`config.mk`:
```
export PLATFORM = sky130hd
export DESIGN_NAME = joybus_txrx
export DESIGN_NICKNAME = d
export VERILOG_FILES = /design/src/rtl/joybus_txrx.sv
export SDC_FILE = /design/constraint.sdc
export NUM_CORES = 1
export LEC_CHECK = 0
export CELL_PAD_IN_SITES_DETAIL_PLACEMENT = 1
export CELL_PAD_IN_SITES_GLOBAL_PLACEMENT = 1
export CORE_UTILIZATION = 44
export CTS_CLUSTER_DIAMETER = 200
export CTS_CLUSTER_SIZE = 40
export DETAILED_ROUTE_END_ITERATION = 7
export PLACE_DENSITY = 0.85
export SLEW_MARGIN = 20
export SYNTH_ARGS = -nofsm -noshare
export SYNTH_HDL_FRONTEND = slang
export SYNTH_SLANG_ARGS = --single-unit
```
`constraint.sdc`:
```
create_clock -name clk100mhz -period 6.4 [get_ports clk100mhz]
set_input_delay 0.96 -clock clk100mhz [delete_from_list [all_inputs] [get_ports clk100mhz]]
set_output_delay 0.96 -clock clk100mhz [all_outputs]
set_load 0.01 [all_outputs]
```
`src/rtl/joybus_txrx.sv`:
```
// joybus_txrx: single-wire GameCube/N64 (Joybus) transceiver.
// Sends a command of cmd_len bits MSB-first, appends the console stop bit,
// then captures up to rsp_len response bits with a no-edge timeout.
// Ports:
//   clk100mhz, reset_n   clock, async active-low reset
//   start                one-cycle request, honoured only when idle
//   cmd, cmd_len         right-justified command and its bit count
//   rsp_len              response bits to receive (0 = none)
//   data_in              raw pad level (asynchronous)
//   data_oe              1 = pull the open-drain line low
//   busy, done           transaction in flight / one-cycle end pulse
//   timeout              last transaction ran out of edges
//   rsp, rsp_count       captured bits (right-justified) and their count
module joybus_txrx #(
  parameter int TICKS_PER_QUARTER = 100,
  parameter int MAX_CMD_BITS      = 24,
  parameter int MAX_RSP_BITS      = 64,
  parameter int TIMEOUT_QUARTERS  = 64,
  localparam int CLW = $clog2(MAX_CMD_BITS + 1),
  localparam int RLW = $clog2(MAX_RSP_BITS + 1)
) (
  input  logic                    clk100mhz,
  input  logic                    reset_n,
  input  logic                    start,
  input  logic [MAX_CMD_BITS-1:0] cmd,
  input  logic [CLW-1:0]          cmd_len,
  input  logic [RLW-1:0]          rsp_len,
  input  logic                    data_in,
  output logic                    data_oe,
  output logic                    busy,
  output logic                    done,
  output logic                    timeout,
  output logic [MAX_RSP_BITS-1:0] rsp,
  output logic [RLW-1:0]          rsp_count
);
  localparam int TW = $clog2(TICKS_PER_QUARTER + 1);
  localparam int OW = $clog2(TIMEOUT_QUARTERS + 1);
  localparam logic [TW-1:0]  TICK_LAST = TW'(TICKS_PER_QUARTER - 1);
  localparam logic [OW-1:0]  TO_LAST   = OW'(TIMEOUT_QUARTERS - 1);
  localparam logic [CLW-1:0] CMD_MAX   = CLW'(MAX_CMD_BITS);
  localparam logic [RLW-1:0] RSP_MAX   = RLW'(MAX_RSP_BITS);

  typedef enum logic [2:0] {IDLE, TX_BIT, TX_STOP, RX_WAIT, RX_BIT} state_t;

  state_t                  state;
  logic [MAX_CMD_BITS-1:0] cmd_q;
  logic [CLW-1:0]          bit_idx;
  logic [RLW-1:0]          rsp_len_q;
  logic [TW-1:0]           tick;
  logic [1:0]              q;
  logic [OW-1:0]           tq;
  logic                    sync1, sync2, sync_d;
  logic [CLW-1:0]          cmd_len_c;
  logic [RLW-1:0]          rsp_len_c;
  logic                    quarter_end, fall, cur_bit;

  assign cmd_len_c   = (cmd_len > CMD_MAX) ? CMD_MAX : cmd_len;
  assign rsp_len_c   = (rsp_len > RSP_MAX) ? RSP_MAX : rsp_len;
  assign quarter_end = (tick == TICK_LAST);
  assign fall        = sync_d & ~sync2;
  assign cur_bit     = cmd_q[bit_idx];

  // Synchroniser resets to the idle (high) line level so no false edge
  // is seen coming out of reset.
  always_ff @(posedge clk100mhz or negedge reset_n) begin
    if (!reset_n) begin
      sync1  <= 1'b1;
      sync2  <= 1'b1;
      sync_d <= 1'b1;
    end else begin
      sync1  <= data_in;
      sync2  <= sync1;
      sync_d <= sync2;
    end
  end

  always_ff @(posedge clk100mhz or negedge reset_n) begin
    if (!reset_n) begin
      state     <= IDLE;
      cmd_q     <= '0;
      bit_idx   <= '0;
      rsp_len_q <= '0;
      tick      <= '0;
      q         <= '0;
      tq        <= '0;
      data_oe   <= 1'b0;
      busy      <= 1'b0;
      done      <= 1'b0;
      timeout   <= 1'b0;
      rsp       <= '0;
      rsp_count <= '0;
    end else begin
      done <= 1'b0;
      // Quarter timer free-runs while busy; state entries below restart it.
      if (state != IDLE) tick <= quarter_end ? '0 : tick + 1'b1;
      case (state)
        IDLE: if (start) begin
          cmd_q     <= cmd;
          rsp_len_q <= rsp_len_c;
          bit_idx   <= cmd_len_c - 1'b1;
          rsp       <= '0;
          rsp_count <= '0;
          timeout   <= 1'b0;
          busy      <= 1'b1;
          data_oe   <= 1'b1;        // every bit, stop included, starts low
          tick      <= '0;
          q         <= '0;
          state     <= (cmd_len_c == '0) ? TX_STOP : TX_BIT;
        end
        TX_BIT: if (quarter_end) begin
          q <= q + 1'b1;
          if (q == 2'd3) begin
            data_oe <= 1'b1;
            if (bit_idx == '0) state <= TX_STOP;
            else               bit_idx <= bit_idx - 1'b1;
          end else begin
            // '1' releases after quarter 0, '0' holds through quarter 2
            data_oe <= ~cur_bit && (q != 2'd2);
          end
        end
        TX_STOP: if (quarter_end) begin
          data_oe <= 1'b0;
          q       <= q + 1'b1;
          // Listen right after the low quarter so a fast responder is not
          // missed; with nothing to receive, pad out a full bit period so
          // back-to-back commands keep their spacing.
          if (q == 2'd0 && rsp_len_q != '0) begin
            state <= RX_WAIT;
            tq    <= '0;
          end else if (q == 2'd3) begin
            busy  <= 1'b0;
            done  <= 1'b1;
            state <= IDLE;
          end
        end
        RX_WAIT: begin
          // The edge detector needs a high cycle before a low one, which is
          // the "line high first" condition. An edge beats a same-cycle timeout.
          if (fall) begin
            tick  <= '0;
            q     <= '0;
            state <= RX_BIT;
          end else if (quarter_end) begin
            if (tq == TO_LAST) begin
              timeout <= 1'b1;
              busy    <= 1'b0;
              done    <= 1'b1;
              state   <= IDLE;
            end else begin
              tq <= tq + 1'b1;
            end
          end
        end
        RX_BIT: if (quarter_end) begin
          q <= q + 1'b1;
          if (q == 2'd1) begin     // two quarters after the detected edge
            rsp       <= {rsp[MAX_RSP_BITS-2:0], sync2};
            rsp_count <= rsp_count + 1'b1;
            if ((rsp_count + 1'b1) == rsp_len_q) begin
              busy  <= 1'b0;
              done  <= 1'b1;
              state <= IDLE;
            end else begin
              tq    <= '0;
              state <= RX_WAIT;
            end
          end
        end
        default: state <= IDLE;
      endcase
    end
  end
endmodule
```
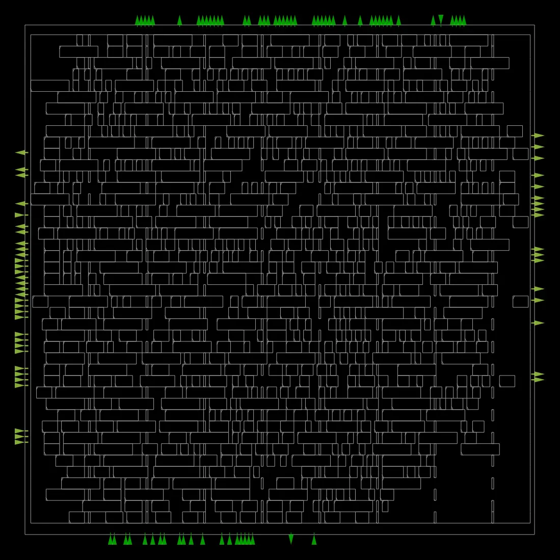
*Cell placement, run 1*
flop share of the area: 40.7%
Layout Cells excl Fill: 936
Filler Cell Count: 1558
Finished Core Util: 58.5%
Tapcell Cnt: 180

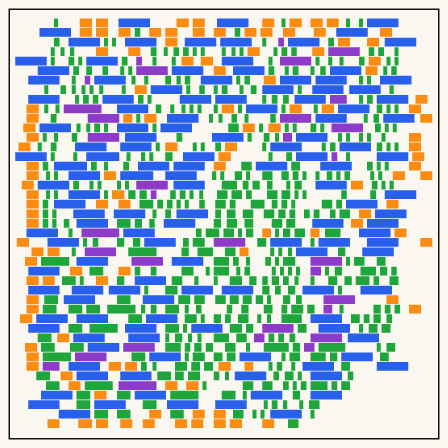
*Placed cells, one colour a class, run 1*
all other logic -> green  # cells 472, share of their area 36%
clock drivers and dummy loads -> purple  # cells 32, share of their area 7.7%
other buffers and delay cells -> orange  # cells 119, share of their area 15%
flip-flops -> blue  # cells 133, share of their area 42%

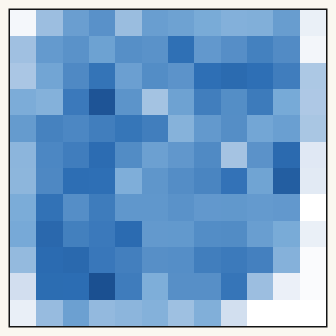
*Local utilization, run 1*
The die is cut into 12 by 12 equal tiles; white is low, dark blue is high, 0 to 100% covered.
emptiest ninth of the die = lower right
tiles over 75% full = 8.3%
fullest tile = 87%
nearly empty tiles = 2.8%
Core Util at FP: 45.3%
CORE AREA: 0.0140 mm2

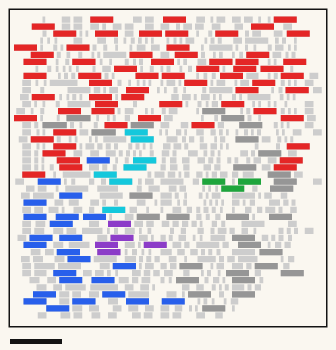
*Register map, names as in the netlist, run 1*
Bar = 20 um. Other sequential cells in the stronger grey, the rest of the logic in the fainter grey.
`state` -> green  # sequential cells 3
`cmd_q` -> blue  # sequential cells 24, where lower left
`bit_idx` -> purple  # sequential cells 5
`rsp` -> red  # sequential cells 64
`rsp_len_q` -> cyan  # sequential cells 7, where centre

==> out/metrics.csv, run 1 <==
stage;metric;value;unit
final_timing;rsz0062_at_grt;false;
drt;ant_nets;0;
layout;clockNetworkAreaShare;7.45;%
placed_design;gp_congestion;0.804;
drt;wl_met1;7.52;mm
placed_design;dp_hpwl;11.2;mm
drt;met2WireLength;8.83;mm
yosys;yosysSeqAreaShare;52.6;%
cts;cts-buffers-inserted;17;
yosys;muxShareOfSynthArea;9.06;%
yosys;ys_sh_simple;22.7;%
yosys;syn_inst;644;
cts;clk_latency;0.42;ns
yosys;synth_nets;692;
layout;nMultiInputCombCells;464;
global_route;gr-total-overflow;0;
worst_setup_path;worstPathRequired;6.74;ns
power_and_ir_drop;p_per_area;233;mW/mm2
drt;drt_pre_antenna_iters;6;
worst_setup_path;crit_path_top_delay_cell;clkdlybuf4s50_1;
layout;n_antenna_cell;0;
yosys;flop_cell;dfrtp_1;
worst_setup_path;timing.rr.start;tick[0];
layout;drive_above_1_share;10.8;%
placed_design;io_buffers;114;
worst_setup_path;cp_num_buf_inv;2;
yosys;yosys.cell_types.count;61;
layout;fin_nets;791;
final_timing;finalClockPeriodUsage;46.9;%
drt;drt-initial-drc-count;313;
cts;clkTransAtPathRegs;0.06;ns
worst_setup_path;start_kind;input pin;
worst_setup_path;rrSetupSlack;3.44;ns
cts;cts_root_buffer;clkbuf_16;
final_timing;skew;0.00622;ns
worst_hold_path;hold_end;sync2;
yosys;common_cells;164 x nand2_1, 130 x dfrtp_1, 80 x nand3_1;
layout;sequential_cell_total;133;
yosys;synth_top_cell_by_area;dfrtp_1;
final_timing;slew_violations;0;
layout;seq_area;0.00333;mm2
yosys;ys_sh_xor;2.49;%
layout;inverters;8;
yosys;synth_stat.cells;644;
final_timing;timing.fmax;0.333;GHz
layout;largestClassByArea;flip-flops and latches;
worst_setup_path;rr_worst_depth;8;
yosys;top_cell;nand2_1;
yosys;synth.comb.largest_family;simple AND/OR/NAND/NOR gates;
layout;area_growth_syn_to_layout;29.1;%
die;io_pins;115;
die;die_w;122;um
worst_hold_path;hold_path_depth;0;
yosys;syn_area;0.00634;mm2
cts;hold_buffers;0;
worst_setup_path;cpMostUsedCell;o21ai_1;
worst_hold_path;worstHoldStart;sync1;
cts;cts_setup_buffers;0;
cts;htreeDepth;4;
layout;nClkBuffers;19;
worst_setup_path;worstSetupPathType;input pin to register;
yosys;ys_sh_adder;1.58;%
layout;comb_area;0.00281;mm2
final_timing;tightest_slew;0.862;ns
layout;fin_area;0.00818;mm2
yosys;synth_chip_area;0.00634;mm2
yosys;synth-edff-count;0;
power_and_ir_drop;leakage;3.90;nW
drt;wl;17.3;mm
final_timing;min_period;3.00;ns
drt;routed-wl-met3;726;um
cts;clock-sinks;133;
global_route;grt_pass1_vias;5568;
yosys;yosys_warnings;0;
drt;dr_total_vias;5240;
global_route;grt_antenna_before_repair;0;
final_timing;whs;0.356;ns
worst_setup_path;cp_top_family;buffers and inverters;
final_timing;tns;0;ns
status;status;complete, no violations;
drt;drc;0;
die;dieArea;0.0149;mm2
cts;cts_resized;0;
yosys;aoi_share;8.31;%
layout;comb_share;34.3;%
worst_hold_path;hold_class;register to register;
yosys;async_flop_share;100;%
worst_setup_path;end_kind;register;
final_timing;relSlewSlack;42.4;%
worst_setup_path;r2r-end;rsp_count[4];
yosys;synth-seq-cells;133;
global_route;track_usage;24.9;%
flow_run;cap_violations;0;
yosys;top_area_share;51.3;%
worst_setup_path;path_cells;clkdlybuf4s50_1 > nand2b_1 > o21ai_1 > and2_2 > buf_4 > nand2_1 > or3_1 > o21ai_1;
global_route;grt_max_degree;81;
placed_design;place_area;0.00757;mm2
power_and_ir_drop;power;0.00190;W
global_route;grt_pass1_wl;28.5;mm
flow_run;warnings;29;
final_timing;hold_viol;0;
cts;cts_tree;done;
drt;vias_per_cell;5.60;
yosys;area_leaders;dfrtp_1 51%, nand2_1 9.7%, nand3_1 6.3%;
die;die_h;122;um
worst_setup_path;crit_fanout;67;
worst_setup_path;arrival;3.35;ns
power_and_ir_drop;vdd_ir_drop_max;165;uV
yosys;syn_avg_cell_area;9.84;um2
final_timing;setup_viol;0;
drt;top_layer_used;met4;
layout;final-nonclk-buf-share;14.4;%
cts;clockBufferDepth;2;
==> run 1: metal layers <==
| layer | GRT usage (%) | up-vias |
|---|---|---|
| li1 | - | 2421 |
| met1 | 31.5 | 2701 |
| met2 | 41.7 | 101 |
| met3 | 6.18 | 17 |
| met5 | 0 | - |
| met4 | 8.33 | 0 |
==> run 1: through the flow <==
stage / std cells / worst slack (ns)
final: 936 / 3.40
after global routing: 936 / 3.20
after CTS: 936 / 3.43
after detailed placement: 904 / 2.99
after global placement: 904 / 3.12
after floorplan: 644 / 4.19
==> run 1: cell usage in the layout (no fill, tap or decap), types with 7 or more instances in the layout <==
cell type        instances
nand2b_1                13
nand2_1                163
mux2_1                   8
mux4_2                   7
o21ai_0                 11
dfrtp_1                130
nand3_1                 80
mux2_2                  21
mux2i_1                  9
o21ai_1                 11
clkdlybuf4s50_1        113
xnor2_1                 13
inv_1                    7
clkbuf_16               17
ha_1                     8
a21oi_1                 14
nor2_1                  24
==> run 1: flip-flops by register name (all words and copies together), names as in the netlist, 2 cells and up <==
name	count
bit_idx	5
cmd_q	24
q	2
rsp	64
rsp_count	7
rsp_len_q	7
state	3
tick	7
tq	7
==> run 1: where the power goes <==
part / switching (W) / internal [W] / total [W]
registers: 0.00000378 / 0.000844 / 0.000848
logic: 0.0000272 / 0.0000274 / 0.0000546
clock network: 0.000369 / 0.000631 / 0.00100
==> run 1: worst max path at each step <==
stage,from,to,slack (ns),depth (start not counted)
2_1_floorplan,cmd_len[1],bit_idx[4],4.19,7
3_3_place_gp,start,rsp_count[4],3.12,8
3_5_place_dp,start,rsp_count[6],2.99,7
4_1_cts,start,rsp_count[6],3.43,7
5_1_grt,tick[0],rsp_count[6],3.20,7
6_report,start,rsp_count[4],3.40,8
### Met3 routing, run 1

Bar = 20 um.
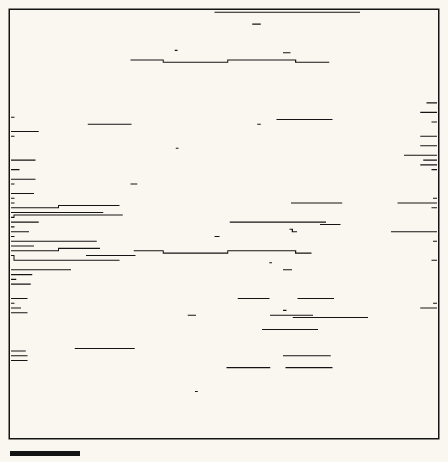

==> run 2, diff against run 1 <==
--- a/config.mk
+++ b/config.mk
@@ -7,11 +7,11 @@
 export LEC_CHECK = 0
 export CELL_PAD_IN_SITES_DETAIL_PLACEMENT = 1
 export CELL_PAD_IN_SITES_GLOBAL_PLACEMENT = 1
-export CORE_UTILIZATION = 44
+export CORE_UTILIZATION = 40
 export CTS_CLUSTER_DIAMETER = 200
 export CTS_CLUSTER_SIZE = 40
 export DETAILED_ROUTE_END_ITERATION = 7
-export PLACE_DENSITY = 0.85
+export PLACE_DENSITY = 0.78
 export SLEW_MARGIN = 20
 export SYNTH_ARGS = -nofsm -noshare
 export SYNTH_HDL_FRONTEND = slang
==> constraint.sdc (replaced) <==
create_clock -name clk100mhz -period 3 [get_ports clk100mhz]
set_input_delay 0.45 -clock clk100mhz [delete_from_list [all_inputs] [get_ports clk100mhz]]
set_output_delay 0.45 -clock clk100mhz [all_outputs]
set_load 0.01 [all_outputs]
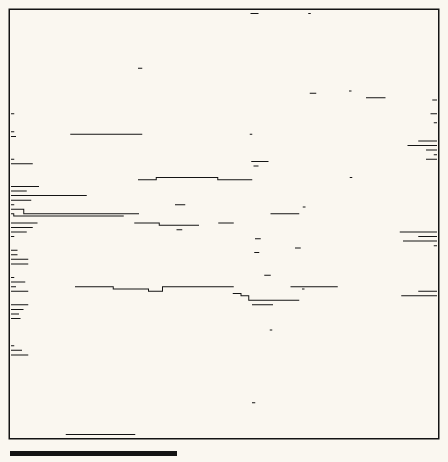
*Met3 routing, run 2*
Bar = 50 um.
longest straight run = 34.3 um
wire length on this layer = 482 um
share of all routed wire = 2.9%
main direction = horizontal

==> run 2 against run 1 <==
Net effect: die area up 9.8%; clock-buffer cell count rose by 2; synthesized cell count did not move; critical endpoint is now tq[0]; routed wire length decreased by 2.3%; non-clock buffer count up 9; setup slack lost 2.9 ns; largest cell class unchanged.
==> out/metrics.csv, run 2 <==
stage;metric;value;unit
cts;cts_setup_buffers;0;
layout;layout_top_cell;nand2_1;
drt;vias_per_cell;5.29;
final_timing;hold_viol;0;
final_timing;tightest_slew;0.756;ns
power_and_ir_drop;power;0.00401;W
global_route;grt_antenna_before_repair;0;
yosys;synth_chip_area;0.00634;mm2
drt;drt_pre_antenna_iters;5;
yosys;yosysSeqAreaShare;52.6;%
final_timing;timing.fmax;0.396;GHz
cts;hold_buffers;0;
final_timing;skew;0.00623;ns
yosys;area_leaders;dfrtp_1 51%, nand2_1 9.7%, nand3_1 6.3%;
worst_setup_path;start_kind;register;
global_route;grt_pass1_vias;5637;
worst_setup_path;crit_fanout;7;
final_timing;finalClockPeriodUsage;84.1;%
layout;fin_nets;800;
cts;clockBufferDepth;2;
yosys;top_area_share;51.3;%
cts;cts_root_buffer;clkbuf_16;
layout;fillers;1668;
yosys;yosys_warnings;0;
placed_design;place_area;0.00771;mm2
placed_design;io_buffers;114;
cts;htreeDepth;4;
layout;top_register;rsp;
cts;cts-buffers-inserted;17;
flow_run;warnings;29;
yosys;yosys.cell_types.count;61;
final_timing;slew_violations;0;
placed_design;gp_congestion;0.811;
yosys;flop_cell;dfrtp_1;
layout;reg_top3;rsp (64), cmd_q (24);
die;dieArea;0.0164;mm2
layout;n_antenna_cell;0;
power_and_ir_drop;leakage;3.95;nW
drt;dr_total_vias;5166;
die;die_h;128;um
global_route;grt_pass1_wl;28.8;mm
worst_hold_path;hold_class;input pin to asynchronous set/reset pin;
die;io_pins;115;
yosys;syn_avg_cell_area;9.84;um2
flow_run;cap_violations;0;
yosys;synth_stat.cells;644;
worst_setup_path;arrival;2.88;ns
cts;clkTransAtPathRegs;0.06;ns
layout;drive_above_1_share;11.8;%
placed_design;dp_hpwl;11.9;mm
worst_setup_path;cp_num_buf_inv;0;
layout;largest_reg_flops;64;
worst_setup_path;end_kind;register;
worst_setup_path;worstPathRequired;3.35;ns
final_timing;setup_viol;0;
global_route;track_usage;22.5;%
cts;cts_resized;0;
worst_setup_path;cp_top_family;AND-OR/OR-AND gates;
layout;finalNonFillerCells;976;
yosys;synth_nets;692;
cts;clk_latency;0.42;ns
drt;drc;0;
placed_design;dp_worst_setup_slack;0.503;ns
worst_setup_path;crit_path_top_delay_cell;a2111o_1;
drt;wl;16.9;mm
layout;fin_area;0.00831;mm2
yosys;syn_inst;644;
placed_design;dp_cells;944;
yosys;async_flop_share;100;%
status;status;complete, no violations;
global_route;gr-total-overflow;0;
cts;clock-sinks;133;
layout;area_growth_syn_to_layout;31.1;%
cts;cts_tree;done;
layout;layout_top_cells;163 x nand2_1, 130 x dfrtp_1, 113 x clkdlybuf4s50_1, 80 x nand3_1, 24 x nor2_1;
yosys;syn_area;0.00634;mm2
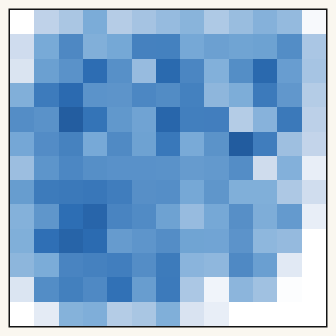
*Local utilization, run 2*
The die is cut into 13 by 13 equal tiles; white is low, dark blue is high, 0 to 100% covered.
emptiest ninth of the die = lower right
tiles over 75% full = 6.5%
nearly empty tiles = 5.9%
Core Util at FP: 41.4%
CORE AREA: 0.0153 mm2

## run 2: cell counts after synthesis
Identical to the previous run, type by type.
## run 2: power breakdown
group	switching, W	internal, W
Sequential	0.00000825	0.00180
Combinational	0.0000578	0.0000624
Clock	0.000788	0.00129
Total	0.000854	0.00315
## run 2: final timing paths
kind / start / endpoint / cells after the start
min reg2reg: sync1 / sync2 / 0
max reg2reg: rsp_count[0] / tq[0] / 6
min: reset_n / cmd_q[21] / 1
min in group clk100mhz: sync1 / sync2 / 0
max in group asynchronous: reset_n / sync1 / 2
max: rsp_count[0] / tq[0] / 6
## run 2: cell type report
class | count | area [um2] | share of cell area [%]
tap | 211 | 264 | 3.18
timing repair buffer | 128 | 1280 | 15.4
inverter | 8 | 30.0 | 0.361
clock buffer | 21 | 470 | 5.66
sequential | 133 | 3330 | 40.1
multi-input combinational | 464 | 2810 | 33.8
clock inverter | 11 | 125 | 1.51
## run 2: cell families (layout without fill, tap and decap cells)
| family | after synthesis | in the layout | share of synthesized area (%) |
|---|---|---|---|
| flip-flops | 133 | 133 | 52.6 |
| XOR/XNOR | 18 | 18 | 2.49 |
| buffers and inverters | 47 | 168 | 3.24 |
| AND-OR/OR-AND | 76 | 76 | 8.31 |
| multiplexers | 45 | 45 | 9.06 |
| AND/OR/NAND/NOR | 317 | 317 | 22.7 |
| adder cells (fa/ha/maj) | 8 | 8 | 1.58 |
## run 2: layer usage
| layer | routed length (um) | up-vias | track usage, % |
|---|---|---|---|
| met5 | 0 | - | 0 |
| met4 | 291 | 0 | 7.27 |
| met3 | 482 | 21 | 4.88 |
| met2 | 8670 | 86 | 38.5 |
| met1 | 7500 | 2632 | 28.3 |
| li1 | - | 2427 | - |
Power is estimated from default activity; no workload was simulated.
